Figure 1. Metal 1.
Bar = 20 um. Supply wires on this layer in gray.
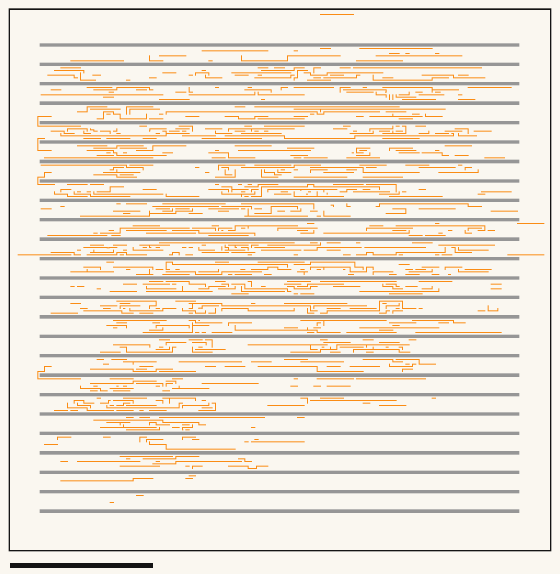
Figure 2. The metal 2 layer.
Bar = 20 um.
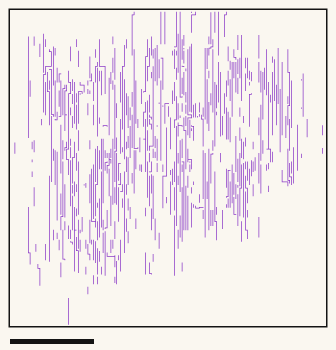
Figure 3. The metal 3 layer.
Cells faint in the background.
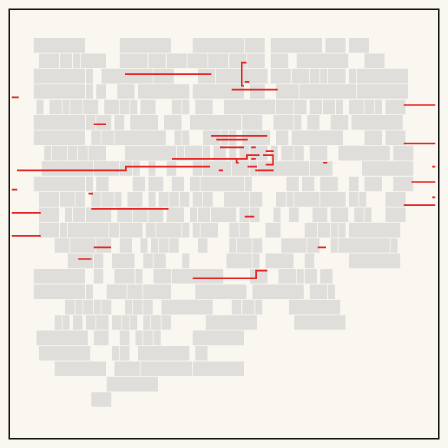
`config.mk`:
```
export PLATFORM = sky130hd
export DESIGN_NAME = pll_lock_det_flat
export DESIGN_NICKNAME = d
export VERILOG_FILES = /design/src/rtl/pll_det_pkg.sv /design/src/rtl/pll_lock_det_if.sv /design/src/rtl/ref_edge_sync.sv /design/src/rtl/pll_lock_det.sv /design/src/flat_wrapper.sv
export SDC_FILE = /design/constraint.sdc
export NUM_CORES = 1
export LEC_CHECK = 0
export ABC_CLOCK_PERIOD_IN_PS = 2600
export CORE_MARGIN = 4
export CORE_UTILIZATION = 55
export DETAILED_ROUTE_END_ITERATION = 12
export GPL_TIMING_DRIVEN = 0
export PLACE_DENSITY = 0.87
export SLEW_MARGIN = 0
export SYNTH_ARGS = -nofsm -noshare
export SYNTH_HDL_FRONTEND = slang
export SYNTH_SLANG_ARGS = --single-unit
```
`constraint.sdc`:
```
create_clock -name clk -period 2.6 [get_ports clk]
set_input_delay 0.52 -clock clk [delete_from_list [all_inputs] [get_ports clk]]
set_output_delay 0.52 -clock clk [all_outputs]
set_load 0.01 [all_outputs]
```
`src/rtl/pll_det_pkg.sv`:
```
// Shared types and constants for the PLL frequency-ratio lock detector.
package pll_det_pkg;

  typedef enum logic [1:0] {
    IDLE,
    ALIGN,
    COUNT
  } det_state_t;

  localparam int unsigned SYNC_STAGES = 2;

endpackage

```
`src/rtl/pll_lock_det_if.sv`:
```
// Signal bundle between the lock detector and its environment.
// PLL_LOCK_DET_STICKY_EN adds the lost_clr / lost_lock pair.
interface pll_lock_det_if #(
  parameter int unsigned CNT_W = 12
);
  logic             enable;
  logic             clkin;
  logic [CNT_W-1:0] count;
  logic             count_valid;
  logic             freq_high;
  logic             freq_low;
  logic             ref_lost;
  logic             locked;
`ifdef PLL_LOCK_DET_STICKY_EN
  logic             lost_clr;
  logic             lost_lock;
`endif

  modport master (
    output enable,
    output clkin,
    input  count,
    input  count_valid,
    input  freq_high,
    input  freq_low,
    input  ref_lost,
    input  locked
`ifdef PLL_LOCK_DET_STICKY_EN
    ,
    output lost_clr,
    input  lost_lock
`endif
  );

  modport slave (
    input  enable,
    input  clkin,
    output count,
    output count_valid,
    output freq_high,
    output freq_low,
    output ref_lost,
    output locked
`ifdef PLL_LOCK_DET_STICKY_EN
    ,
    input  lost_clr,
    output lost_lock
`endif
  );

endinterface

```
`src/rtl/ref_edge_sync.sv`:
```
// Brings the asynchronous reference clock into the clk domain and flags each
// rising edge with a one-cycle registered pulse (3 clk cycles after the rise).
module ref_edge_sync
  import pll_det_pkg::*;
(
  input  logic clk,
  input  logic rst,
  input  logic clkin,
  output logic ref_edge
);

  logic [SYNC_STAGES-1:0] sync;
  logic                   prev;

  always_ff @(posedge clk or posedge rst) begin
    if (rst) begin
      sync     <= '0;
      prev     <= 1'b0;
      ref_edge <= 1'b0;
    end else begin
      sync     <= {sync[SYNC_STAGES-2:0], clkin};
      prev     <= sync[SYNC_STAGES-1];
      ref_edge <= sync[SYNC_STAGES-1] & ~prev;
    end
  end

endmodule

```
`src/rtl/pll_lock_det.sv`:
```
// Frequency-ratio lock detector: counts clk cycles per REF_CYCLES reference
// periods, grades each window, and debounces a locked flag.
// Optional sticky loss-of-lock flag under PLL_LOCK_DET_STICKY_EN.
module pll_lock_det
  import pll_det_pkg::*;
#(
  parameter int unsigned REF_CYCLES  = 16,
  parameter int unsigned EXPECTED    = 160,
  parameter int unsigned TOL         = 2,
  parameter int unsigned LOCK_WINS   = 4,
  parameter int unsigned UNLOCK_WINS = 2,
  parameter int unsigned CNT_W       = 12
) (
  input logic           clk,
  input logic           rst,
  pll_lock_det_if.slave bus
);

  localparam int unsigned REF_W   = $clog2(REF_CYCLES + 1);
  localparam int unsigned RUN_MAX = (LOCK_WINS > UNLOCK_WINS) ? LOCK_WINS : UNLOCK_WINS;
  localparam int unsigned RUN_W   = $clog2(RUN_MAX + 1);
  localparam int unsigned DIFF_W  = CNT_W + 1;

  localparam logic [CNT_W-1:0]         CNT_MAX  = '1;
  localparam logic [REF_W-1:0]         REF_LAST = REF_W'(REF_CYCLES - 1);
  localparam logic signed [DIFF_W-1:0] EXP_S    = DIFF_W'(EXPECTED);
  localparam logic signed [DIFF_W-1:0] TOL_S    = DIFF_W'(TOL);

  det_state_t        state, state_nxt;
  logic [CNT_W-1:0]  win_cnt, win_nxt;
  logic [REF_W-1:0]  ref_cnt, ref_nxt;
  logic [RUN_W-1:0]  good_run, good_nxt;
  logic [RUN_W-1:0]  bad_run, bad_nxt;
  logic [CNT_W-1:0]  count_q, count_nxt;
  logic              valid_q, valid_nxt;
  logic              high_q, high_nxt;
  logic              low_q, low_nxt;
  logic              lost_q, lost_nxt;
  logic              locked_q, locked_nxt;

  logic              ref_edge;
  logic signed [DIFF_W-1:0] diff_c;
  logic              high_c, low_c;
  logic              sat, win_done, win_good;

  ref_edge_sync u_sync (
    .clk      (clk),
    .rst      (rst),
    .clkin    (bus.clkin),
    .ref_edge (ref_edge)
  );

  // Deviation from nominal in one extra bit so large counts cannot wrap.
  assign diff_c = $signed({1'b0, win_cnt}) - EXP_S;
  assign high_c = diff_c > TOL_S;
  assign low_c  = diff_c < -TOL_S;

  always_ff @(posedge clk or posedge rst) begin
    if (rst) begin
      state    <= IDLE;
      win_cnt  <= '0;
      ref_cnt  <= '0;
      good_run <= '0;
      bad_run  <= '0;
      count_q  <= '0;
      valid_q  <= 1'b0;
      high_q   <= 1'b0;
      low_q    <= 1'b0;
      lost_q   <= 1'b0;
      locked_q <= 1'b0;
    end else begin
      state    <= state_nxt;
      win_cnt  <= win_nxt;
      ref_cnt  <= ref_nxt;
      good_run <= good_nxt;
      bad_run  <= bad_nxt;
      count_q  <= count_nxt;
      valid_q  <= valid_nxt;
      high_q   <= high_nxt;
      low_q    <= low_nxt;
      lost_q   <= lost_nxt;
      locked_q <= locked_nxt;
    end
  end

  always_comb begin
    state_nxt  = state;
    win_nxt    = win_cnt;
    ref_nxt    = ref_cnt;
    good_nxt   = good_run;
    bad_nxt    = bad_run;
    count_nxt  = count_q;
    valid_nxt  = 1'b0;
    high_nxt   = high_q;
    low_nxt    = low_q;
    lost_nxt   = lost_q;
    locked_nxt = locked_q;
    sat        = 1'b0;
    win_done   = 1'b0;
    win_good   = 1'b0;

    if (!bus.enable) begin
      // Partial window discarded; count and direction flags keep last result.
      state_nxt  = IDLE;
      win_nxt    = '0;
      ref_nxt    = '0;
      good_nxt   = '0;
      bad_nxt    = '0;
      lost_nxt   = 1'b0;
      locked_nxt = 1'b0;
    end else begin
      case (state)
        IDLE: begin
          state_nxt = ALIGN;
          win_nxt   = '0;
          ref_nxt   = '0;
        end
        ALIGN: begin
          if (ref_edge) begin
            state_nxt = COUNT;
            win_nxt   = CNT_W'(1);
            ref_nxt   = '0;
          end else if (win_cnt == CNT_MAX) begin
            sat = 1'b1;
          end else begin
            win_nxt = win_cnt + CNT_W'(1);
          end
        end
        COUNT: begin
          if (ref_edge && ref_cnt == REF_LAST) begin
            win_done  = 1'b1;
            win_good  = ~high_c & ~low_c;
            count_nxt = win_cnt;
            high_nxt  = high_c;
            low_nxt   = low_c;
            lost_nxt  = 1'b0;
            win_nxt   = CNT_W'(1);
            ref_nxt   = '0;
          end else if (ref_edge) begin
            // An edge beats saturation; the counter just stops at its ceiling.
            ref_nxt = ref_cnt + REF_W'(1);
            if (win_cnt != CNT_MAX) win_nxt = win_cnt + CNT_W'(1);
          end else if (win_cnt == CNT_MAX) begin
            sat = 1'b1;
          end else begin
            win_nxt = win_cnt + CNT_W'(1);
          end
        end
        default: state_nxt = IDLE;
      endcase

      if (sat) begin
        state_nxt = ALIGN;
        win_nxt   = '0;
        ref_nxt   = '0;
        count_nxt = CNT_MAX;
        high_nxt  = 1'b0;
        low_nxt   = 1'b0;
        lost_nxt  = 1'b1;
        win_done  = 1'b1;
        win_good  = 1'b0;
      end

      // Lock debounce, applied on every reported window.
      if (win_done) begin
        valid_nxt = 1'b1;
        if (win_good) begin
          bad_nxt = '0;
          if (good_run < RUN_W'(LOCK_WINS)) good_nxt = good_run + RUN_W'(1);
          if (good_nxt >= RUN_W'(LOCK_WINS)) locked_nxt = 1'b1;
        end else begin
          good_nxt = '0;
          if (bad_run < RUN_W'(UNLOCK_WINS)) bad_nxt = bad_run + RUN_W'(1);
          if (bad_nxt >= RUN_W'(UNLOCK_WINS)) locked_nxt = 1'b0;
        end
      end
    end
  end

  assign bus.count       = count_q;
  assign bus.count_valid = valid_q;
  assign bus.freq_high   = high_q;
  assign bus.freq_low    = low_q;
  assign bus.ref_lost    = lost_q;
  assign bus.locked      = locked_q;

`ifdef PLL_LOCK_DET_STICKY_EN
  logic lost_lock_q;

  // Sticky record of any lock drop or reference loss while locked.
  always_ff @(posedge clk or posedge rst) begin
    if (rst) begin
      lost_lock_q <= 1'b0;
    end else if (bus.lost_clr) begin
      lost_lock_q <= 1'b0;
    end else if ((locked_q & ~locked_nxt) | (locked_q & ~lost_q & lost_nxt)) begin
      lost_lock_q <= 1'b1;
    end
  end

  assign bus.lost_lock = lost_lock_q;
`endif

endmodule

```
`src/flat_wrapper.sv`:
```
// flat-port wrapper written by rule: the top's interface ports become plain ports
module pll_lock_det_flat import pll_det_pkg::*;
#(
  parameter int unsigned REF_CYCLES  = 16,
  parameter int unsigned EXPECTED    = 160,
  parameter int unsigned TOL         = 2,
  parameter int unsigned LOCK_WINS   = 4,
  parameter int unsigned UNLOCK_WINS = 2,
  parameter int unsigned CNT_W       = 12
)
  (clk, rst, bus_enable, bus_clkin, bus_count, bus_count_valid, bus_freq_high, bus_freq_low, bus_ref_lost, bus_locked);
  pll_lock_det_if #(.CNT_W(CNT_W)) bus_i ();
  input logic clk;
  input logic rst;
  input wire logic [$bits(bus_i.enable)-1:0] bus_enable;
  input wire logic [$bits(bus_i.clkin)-1:0] bus_clkin;
  output wire logic [$bits(bus_i.count)-1:0] bus_count;
  output wire logic [$bits(bus_i.count_valid)-1:0] bus_count_valid;
  output wire logic [$bits(bus_i.freq_high)-1:0] bus_freq_high;
  output wire logic [$bits(bus_i.freq_low)-1:0] bus_freq_low;
  output wire logic [$bits(bus_i.ref_lost)-1:0] bus_ref_lost;
  output wire logic [$bits(bus_i.locked)-1:0] bus_locked;
  assign bus_i.enable = bus_enable;
  assign bus_i.clkin = bus_clkin;
  assign bus_count = bus_i.count;
  assign bus_count_valid = bus_i.count_valid;
  assign bus_freq_high = bus_i.freq_high;
  assign bus_freq_low = bus_i.freq_low;
  assign bus_ref_lost = bus_i.ref_lost;
  assign bus_locked = bus_i.locked;
  pll_lock_det #(.REF_CYCLES(REF_CYCLES), .EXPECTED(EXPECTED), .TOL(TOL), .LOCK_WINS(LOCK_WINS), .UNLOCK_WINS(UNLOCK_WINS), .CNT_W(CNT_W)) u_core (.clk(clk), .rst(rst), .bus(bus_i));
endmodule
```
==> deck_impl_summary.md <==
Synthesis and Place & Route Summary

Critical path
  • Buffer-and-inverter tally for the worst setup path: 1
  • CP arrival: ~2.6 ns
  • Critical Path RT: approximately 2.8 ns
  • Worst Path Max Fanout: 9
  • CP top delay family: AND-OR/OR-AND gates

Place
  • RePlAce Congestion: roughly 0.86

STA
  • Final period utilization: 0.920
  • Setup repair after global routing missed its margin: no
  • Slew margin rel.: 0.703

Cells and area
  • Flop count: about 46
  • Area grow syn2layout: 15.9%
  • Top cell category: logic gates
  • Diode count: 0
  • Sequential cell area: around 1200 um2
  • Comb area share: 0.434

Outcome
  • Outcome: complete, no violations

Clock tree
  • Worst-case clock buffer depth: 2
  • Late-Pin Clk Latency: roughly 0.3 ns
  • CTS HTree Levels: 2
  • CTS clk-pin slew, worst paths: ~0.080 ns

Die
  • Die y size: about 76 um

Logic synthesis
  • Async SR Flop Fraction: 1.00
  • Synth flops: roughly 46

Power and ir drop
  • Clock Power: 0.444 mW
  • Leak pwr: between 1 and 1.5 nW
## Picture notes: Figure 1
- share of all routed wire: 47%
- longest straight run: 21.2 um
- wire length on this layer: 2500 um
total number of vias: 2101
met1 Usage GRT: 0.286
Total Wirelength: 5370 um

## Picture notes: Figure 2
- share of all routed wire: 49%
- main direction: vertical
global routing usage on met2: 0.317

## Picture notes: Figure 3
- nets with wire on the layer: 26
- wire length on this layer: 178 um
Global Route met3 Usage: 0.0435

==> through the flow <==
stage                     cells   util  setup WS, ns  hold WS (ns)
after detailed placement    335  0.638         0.125         0.338
final                       344  0.664         0.207         0.354
after global placement      334  0.634         0.121         0.333
after floorplan             262      -         0.492         0.331
after CTS                   343  0.660         0.104         0.358
after global routing        344  0.664       0.00340         0.359
==> layout by cell type (no fill, tap or decap), drive strengths merged, types with 3 or more instances in the layout <==
master,Yosys,routed
a21boi,3,3
and2,5,5
a21oi,15,15
nand2,17,17
o311ai,3,3
inv,12,12
nor2,32,32
nand4,5,5
nand3,14,14
nor3,5,5
a311oi,4,4
ha,12,12
o21ai,17,17
a211oi,3,3
and3,3,3
nor3b,4,4
o22a,9,9
dfrtp,46,46
clkdlybuf4s50,0,20
or3,4,4
nor4,3,3
clkbuf,4,9
nor2b,4,4
xnor2,4,4
or2,3,3
buf,6,9
==> kinds of logic (layout without fill, tap and decap cells) <==
| logic type | Yosys count | count (layout) | synth area share |
|---|---|---|---|
| AND/OR/NAND/NOR | 105 | 105 | 0.218 |
| AND-OR/OR-AND | 70 | 70 | 0.196 |
| flip-flops | 46 | 46 | 0.458 |
| buffers and inverters | 22 | 52 | 0.0418 |
| adder cells (fa/ha/maj) | 12 | 12 | 0.0597 |
| XOR/XNOR | 4 | 4 | 0.0139 |
| multiplexers | 3 | 3 | 0.0124 |
==> what timing repair did <==
action / 4_1_cts / 5_1_grt
setup endpoints to repair: 0 / 8
resized: 0 / 2
setup buffers: 0 / 2
==> synth_stat cells (3+ instances only) <==
cell and number:
or3_1 4, xnor2_1 4, inv_1 12, o21ai_0 15
o22a_1 9, dfrtp_1 46, nor2_1 31, a21oi_1 15
ha_1 12, or2_2 3, nand3_1 14, buf_2 3
and2_1 4, nor2b_1 4, nand2_1 17, a311oi_1 4
nor3_1 5, nand4_1 5, nor3b_1 3, clkbuf_1 4
and3_1 3, a211oi_1 3
==> layer usage <==
layer	up-vias	GRT usage	routed length, um
met5	-	0	0
met4	0	0.0874	73
met2	48	0.317	2620
met1	1035	0.286	2500
li1	1003	-	-
met3	15	0.0435	177
==> path summary, 6_finish.rpt <==
check / end / slack, ns / start / depth (start not counted)
max: u_core.good_run[1] / 0.21 / u_core.win_cnt[5] / 8
min: u_core.u_sync.sync[1] / 0.35 / u_core.u_sync.sync[0] / 0
max reg2reg: u_core.good_run[1] / 0.21 / u_core.win_cnt[5] / 8
min reg2reg: u_core.u_sync.sync[1] / 0.35 / u_core.u_sync.sync[0] / 0
max in group asynchronous: u_core.win_cnt[5] / 1.65 / rst / 3
min in group asynchronous: u_core.state[0] / 0.48 / rst / 2
==> sequential cells by signal (all words and copies together), names as in the netlist <==
signal / flops
u_core.bus.count: 12
u_core.win_cnt: 12
u_core.ref_cnt: 5
u_core.bad_run: 3
u_core.good_run: 3
u_core.state: 2
u_core.u_sync.sync: 2
u_core.bus.count_valid: 1
u_core.bus.freq_high: 1
u_core.bus.freq_low: 1
u_core.bus.locked: 1
u_core.bus.ref_lost: 1
u_core.u_sync.prev: 1
u_core.u_sync.ref_edge: 1
Power figures rest on the tool's default switching activity, not on a simulated workload.
